==> images/m3.png <==
Bar = 50 um.
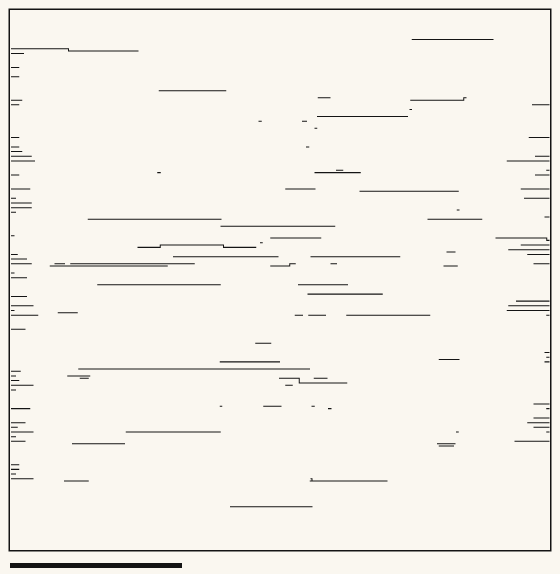
==> images/placed.png <==
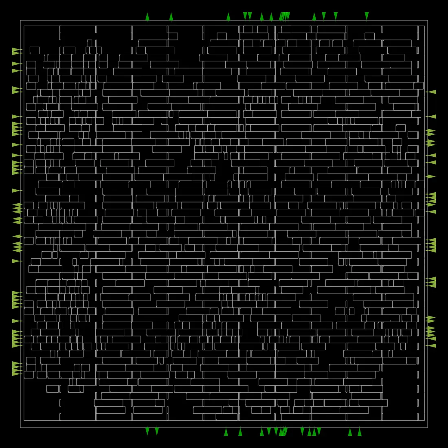
==> images/port_trees.png <==
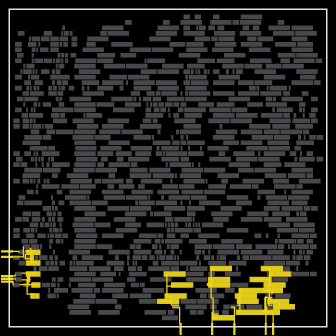
==> images/gates.png <==
Bar = 50 um.
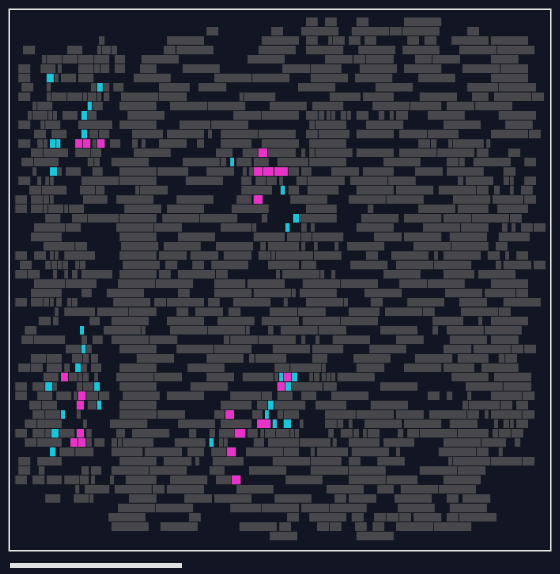
File: config.mk
export PLATFORM = sky130hd
export DESIGN_NAME = cam_write_arbiter
export DESIGN_NICKNAME = d
export VERILOG_FILES = /design/src/rtl/cam_write_arbiter_pkg.sv /design/src/rtl/cam_pix_fifo.sv /design/src/rtl/cam_write_arbiter.sv
export SDC_FILE = /design/constraint.sdc
export NUM_CORES = 1
export LEC_CHECK = 0
export ABC_AREA = 0
export CAP_MARGIN = 10
export CORE_UTILIZATION = 50
export DETAILED_ROUTE_END_ITERATION = 12
export GPL_TIMING_DRIVEN = 0
export PLACE_DENSITY_LB_ADDON = 0.08
export SETUP_SLACK_MARGIN = 0.1
export SYNTH_ARGS = -nofsm -noshare
export SYNTH_HDL_FRONTEND = slang
export SYNTH_SLANG_ARGS = --single-unit
File: constraint.sdc
create_clock -name clk -period 6.47 [get_ports clk]
set_clock_uncertainty 0.05 [all_clocks]
set_input_delay 1.6175 -clock clk [delete_from_list [all_inputs] [get_ports clk]]
set_output_delay 1.6175 -clock clk [all_outputs]
set_load 0.005 [all_outputs]
File: src/rtl/cam_write_arbiter_pkg.sv
// Shared camera definitions: default frame geometry, arbiter state encoding
// and the constant-stride address helper.
package cam_write_arbiter_pkg;

    localparam int CAM_LINE_STRIDE = 160;
    localparam int CAM_LINES       = 240;
    localparam int CAM2_BASE_ADDR  = 38400;

    typedef enum logic [1:0] {
        ST_IDLE   = 2'd0,
        ST_GRANT1 = 2'd1,
        ST_GRANT2 = 2'd2
    } arb_state_t;

    // stride is always a constant at the call site, so this folds into a few shifted adds
    function automatic logic [31:0] stride_mul(input logic [31:0] line, input logic [31:0] stride);
        logic [31:0] acc;
        acc = 32'd0;
        for (int i = 0; i < 32; i++) begin
            if (stride[i]) begin
                acc = acc + (line << i);
            end else begin
                acc = acc;
            end
        end
        return acc;
    endfunction

endpackage

File: src/rtl/cam_pix_fifo.sv
// Per-camera pixel queue: power-of-two depth, wrap-bit pointers, a push into a full
// queue is accepted only when a pop happens in the same cycle.
module cam_pix_fifo
    import cam_write_arbiter_pkg::*;
#(
    parameter int WIDTH = 29,
    parameter int DEPTH = 4
) (
    input  logic             clk,
    input  logic             i_rst_n,
    input  logic             i_push,
    input  logic [WIDTH-1:0] i_din,
    input  logic             i_pop,
    output logic [WIDTH-1:0] o_dout,
    output logic             o_empty,
    output logic             o_full,
    output logic             o_drop
);

    localparam int AW = (DEPTH > 1) ? $clog2(DEPTH) : 1;

    logic [WIDTH-1:0] r_mem [DEPTH];
    logic [AW:0]      r_wr_ptr;
    logic [AW:0]      r_rd_ptr;
    logic             w_pop_ok;
    logic             w_push_ok;

    assign o_empty   = (r_wr_ptr == r_rd_ptr);
    assign o_full    = (r_wr_ptr[AW] != r_rd_ptr[AW]) && (r_wr_ptr[AW-1:0] == r_rd_ptr[AW-1:0]);
    assign w_pop_ok  = i_pop && !o_empty;
    assign w_push_ok = i_push && (!o_full || w_pop_ok);
    assign o_drop    = i_push && o_full && !w_pop_ok;
    assign o_dout    = r_mem[r_rd_ptr[AW-1:0]];

    // Storage write; contents need no reset since the pointers gate visibility
    always_ff @(posedge clk) begin
        if (w_push_ok) begin
            r_mem[r_wr_ptr[AW-1:0]] <= i_din;
        end
    end

    // Pointer update
    always_ff @(posedge clk or negedge i_rst_n) begin
        if (!i_rst_n) begin
            r_wr_ptr <= '0;
            r_rd_ptr <= '0;
        end else begin
            if (w_push_ok) begin
                r_wr_ptr <= r_wr_ptr + (AW+1)'(1);
            end
            if (w_pop_ok) begin
                r_rd_ptr <= r_rd_ptr + (AW+1)'(1);
            end
        end
    end

endmodule

File: src/rtl/cam_write_arbiter.sv
// Merges two camera pixel streams into a single frame-buffer write port through
// per-camera queues and a round-robin arbiter gated by a write-slot enable.
module cam_write_arbiter
    import cam_write_arbiter_pkg::*;
#(
    parameter int CAM_DATA_WIDTH = 12,
    parameter int CAM_LINE       = 9,
    parameter int CAM_PIXEL      = 10,
    parameter int ADDR_WIDTH     = 17,
    parameter int LINE_STRIDE    = CAM_LINE_STRIDE,
    parameter int LINES          = CAM_LINES,
    parameter int CAM2_BASE      = CAM2_BASE_ADDR,
    parameter int FIFO_DEPTH     = 4
) (
    input  logic                      clk,
    input  logic                      i_rst_n,
    input  logic                      i_we_cam1,
    input  logic                      i_we_cam2,
    input  logic [CAM_DATA_WIDTH-1:0] i_data_cam1_wr,
    input  logic [CAM_DATA_WIDTH-1:0] i_data_cam2_wr,
    input  logic [CAM_LINE-1:0]       i_line_cam1,
    input  logic [CAM_LINE-1:0]       i_line_cam2,
    input  logic [CAM_PIXEL-1:0]      i_pixel_cam1,
    input  logic [CAM_PIXEL-1:0]      i_pixel_cam2,
    input  logic                      i_enable,
    output logic                      o_we,
    output logic [ADDR_WIDTH-1:0]     o_addr_wr,
    output logic [CAM_DATA_WIDTH-1:0] o_data_wr,
    output logic [1:0]                o_overflow,
    output logic [1:0]                o_range_err,
    input  logic                      i_clear
);

    localparam int          EW        = ADDR_WIDTH + CAM_DATA_WIDTH;
    localparam logic [31:0] LP_STRIDE = 32'(LINE_STRIDE);
    localparam logic [31:0] LP_LINES  = 32'(LINES);
    localparam logic [31:0] LP_BASE2  = 32'(CAM2_BASE);

    logic [1:0]                     w_strobe;
    logic [1:0][CAM_LINE-1:0]       w_line;
    logic [1:0][CAM_PIXEL-1:0]      w_pixel;
    logic [1:0][CAM_DATA_WIDTH-1:0] w_data;
    logic [1:0][ADDR_WIDTH-1:0]     w_addr;
    logic [1:0][EW-1:0]             w_head;
    logic [1:0]                     w_in_range;
    logic [1:0]                     w_push;
    logic [1:0]                     w_pop;
    logic [1:0]                     w_empty;
    logic [1:0]                     w_full;
    logic [1:0]                     w_drop;
    logic [1:0]                     w_range_hit;
    logic                           w_prefer2;
    arb_state_t                     w_state_next;

    arb_state_t                     r_state;
    logic                           r_rr_cam2;
    logic                           r_we;
    logic [ADDR_WIDTH-1:0]          r_addr;
    logic [CAM_DATA_WIDTH-1:0]      r_data;
    logic [1:0]                     r_overflow;
    logic [1:0]                     r_range_err;

    assign w_strobe = {i_we_cam2, i_we_cam1};
    assign w_line   = {i_line_cam2, i_line_cam1};
    assign w_pixel  = {i_pixel_cam2, i_pixel_cam1};
    assign w_data   = {i_data_cam2_wr, i_data_cam1_wr};

    for (genvar c = 0; c < 2; c++) begin : g_cam
        localparam logic [31:0] LP_OFFSET = (c == 1) ? LP_BASE2 : 32'd0;

        assign w_in_range[c]  = (32'(w_pixel[c]) < LP_STRIDE) && (32'(w_line[c]) < LP_LINES);
        assign w_addr[c]      = ADDR_WIDTH'(stride_mul(32'(w_line[c]), LP_STRIDE) + 32'(w_pixel[c]) + LP_OFFSET);
        assign w_push[c]      = w_strobe[c] & w_in_range[c];
        assign w_range_hit[c] = w_strobe[c] & ~w_in_range[c];

        cam_pix_fifo #(
            .WIDTH (EW),
            .DEPTH (FIFO_DEPTH)
        ) u_fifo (
            .clk     (clk),
            .i_rst_n (i_rst_n),
            .i_push  (w_push[c]),
            .i_din   ({w_addr[c], w_data[c]}),
            .i_pop   (w_pop[c]),
            .o_dout  (w_head[c]),
            .o_empty (w_empty[c]),
            .o_full  (w_full[c]),
            .o_drop  (w_drop[c])
        );
    end

    // Round-robin preference: alternate after a grant, otherwise keep the remembered turn
    always_comb begin
        w_prefer2 = r_rr_cam2;
        case (r_state)
            ST_GRANT1: w_prefer2 = 1'b1;
            ST_GRANT2: w_prefer2 = 1'b0;
            default:   w_prefer2 = r_rr_cam2;
        endcase
    end

    // Grant decision for this cycle; the granted queue pops immediately
    always_comb begin
        w_state_next = ST_IDLE;
        w_pop        = 2'b00;
        if (!i_enable || (w_empty == 2'b11)) begin
            w_state_next = ST_IDLE;
        end else if (w_empty == 2'b00) begin
            w_state_next = w_prefer2 ? ST_GRANT2 : ST_GRANT1;
        end else if (!w_empty[0]) begin
            w_state_next = ST_GRANT1;
        end else begin
            w_state_next = ST_GRANT2;
        end
        case (w_state_next)
            ST_GRANT1: w_pop = 2'b01;
            ST_GRANT2: w_pop = 2'b10;
            default:   w_pop = 2'b00;
        endcase
    end

    // State, write port and sticky error flags; a new error beats a same-cycle clear
    always_ff @(posedge clk or negedge i_rst_n) begin
        if (!i_rst_n) begin
            r_state     <= ST_IDLE;
            r_rr_cam2   <= 1'b0;
            r_we        <= 1'b0;
            r_addr      <= '0;
            r_data      <= '0;
            r_overflow  <= 2'b00;
            r_range_err <= 2'b00;
        end else begin
            r_state     <= w_state_next;
            r_we        <= (w_state_next != ST_IDLE);
            r_overflow  <= (r_overflow & ~{2{i_clear}}) | (w_drop & ~w_full | w_drop);
            r_range_err <= (r_range_err & ~{2{i_clear}}) | w_range_hit;
            case (w_state_next)
                ST_GRANT1: begin
                    r_addr    <= w_head[0][EW-1:CAM_DATA_WIDTH];
                    r_data    <= w_head[0][CAM_DATA_WIDTH-1:0];
                    r_rr_cam2 <= 1'b1;
                end
                ST_GRANT2: begin
                    r_addr    <= w_head[1][EW-1:CAM_DATA_WIDTH];
                    r_data    <= w_head[1][CAM_DATA_WIDTH-1:0];
                    r_rr_cam2 <= 1'b0;
                end
                default: begin
                    r_addr    <= r_addr;
                    r_data    <= r_data;
                    r_rr_cam2 <= r_rr_cam2;
                end
            endcase
        end
    end

    assign o_we        = r_we;
    assign o_addr_wr   = r_addr;
    assign o_data_wr   = r_data;
    assign o_overflow  = r_overflow;
    assign o_range_err = r_range_err;

endmodule

==> flow_summary.json <==
{
  "die-area_sq_um": 24690,
  "seq_power_share_pct": 37.9,
  "min_from": "g_cam[1].u_fifo.r_wr_ptr[2]",
  "cpLargestDelayFamily": "adder cells",
  "die_x_um": 157.1,
  "grt_use_met2_pct": 34.29,
  "worst-path-max-fanout": 4,
  "port_buffers": 101,
  "crit_path_max_incr_delay_ns": 0.49,
  "core_area_sq_um": 23540,
  "viasPerCell": 5.441,
  "cts_buffers": 29,
  "outcome": "finished clean",
  "worstMarginPinSlew_ns": 0.8863,
  "met3_wirelength_mm": 1.116,
  "placed_area_sq_um": 13470,
  "dr.max_layer_used": "met4",
  "largestClassByArea": "registers",
  "nClkBuffers": 41,
  "compound_area_share_pct": 3.306,
  "cts_hold_buf": 0,
  "netlist_area_sq_um": 12030,
  "clock_latency_ns": 0.54,
  "grt-ovfl-total": 0
}
## Picture notes: m3.png
longest straight run = 67.2 um
main direction = horizontal
wire length on this layer = 1120 um
share of all routed wire = 4.7%
GRT met3 Usage: 2.616%
total number of vias: 6317
WL final: 23.54 mm

## Picture notes: placed.png
flop count: 281
Post-Layout Cell Count: 1161
Filler Cells Inserted: 1790
Seq/total area: 56.70%
Rows: 56

## Picture notes: port_trees.png
yellow -> `i_pixel_cam1`  # bits 10, direction input, edge 5 south, 5 west, end cells 27, wire 286 um

## Picture notes: gates.png
magenta -> and/or cells  # cells 21, most used and3_1
cyan -> nand cells  # cells 29, most used nand2_1

==> power by group through the flow <==
stage | sequential [mW] | clock [mW] | combinational (mW)
floorplan | 2.33 | 0 | 1.40
global placement | 2.35 | 0 | 2.07
detailed placement | 2.35 | 0 | 2.15
CTS | 2.32 | 1.72 | 2.16
global route | 2.34 | 1.79 | 2.34
finish | 2.32 | 1.69 | 2.12
==> registers in the layout, summed over array words and instances (netlist names) <==
signal,flops
g_cam.u_fifo.r_mem,232
g_cam.u_fifo.r_rd_ptr,6
g_cam.u_fifo.r_wr_ptr,6
o_addr_wr,17
o_data_wr,12
o_overflow,2
o_range_err,2
o_we,1
r_rr_cam2,1
r_state,2
==> synthesized netlist by cell type (4+ instances only) <==
master	number	area share, %
nor2_1	34	1.1
edfxtp_1	232	58
xor2_1	10	0.73
and3_1	8	0.42
nand2_1	13	0.41
buf_2	6	0.25
mux2i_1	30	2.5
mux4_2	58	11
dfrtp_1	49	10
nand4_1	4	0.21
and2_1	8	0.42
a21oi_1	39	1.6
nand3_1	11	0.46
o21ai_0	13	0.54
ha_1	54	5.6
inv_1	40	1.2
xnor2_1	19	1.4
fa_1	8	1.3
a21o_1	4	0.25
clkbuf_1	17	0.53
==> through the flow <==
| stage | hold slack, ns | power (mW) | setup slack, ns | util (%) | instances |
|---|---|---|---|---|---|
| final | 0.4383 | 6.121 | 2.037 | 61.38 | 1161 |
| after global routing | 0.4557 | 6.462 | 1.849 | 61.38 | 1161 |
| after CTS | 0.4379 | 6.196 | 2.042 | 61.38 | 1161 |
| after detailed placement | 0.4261 | 4.502 | 1.506 | 57.20 | 1107 |
| after global placement | 0.4283 | 4.418 | 1.575 | 57.11 | 1106 |
| after floorplan | 0.4117 | 3.735 | 2.271 | - | 686 |
Power and IR drop assume default switching activity.
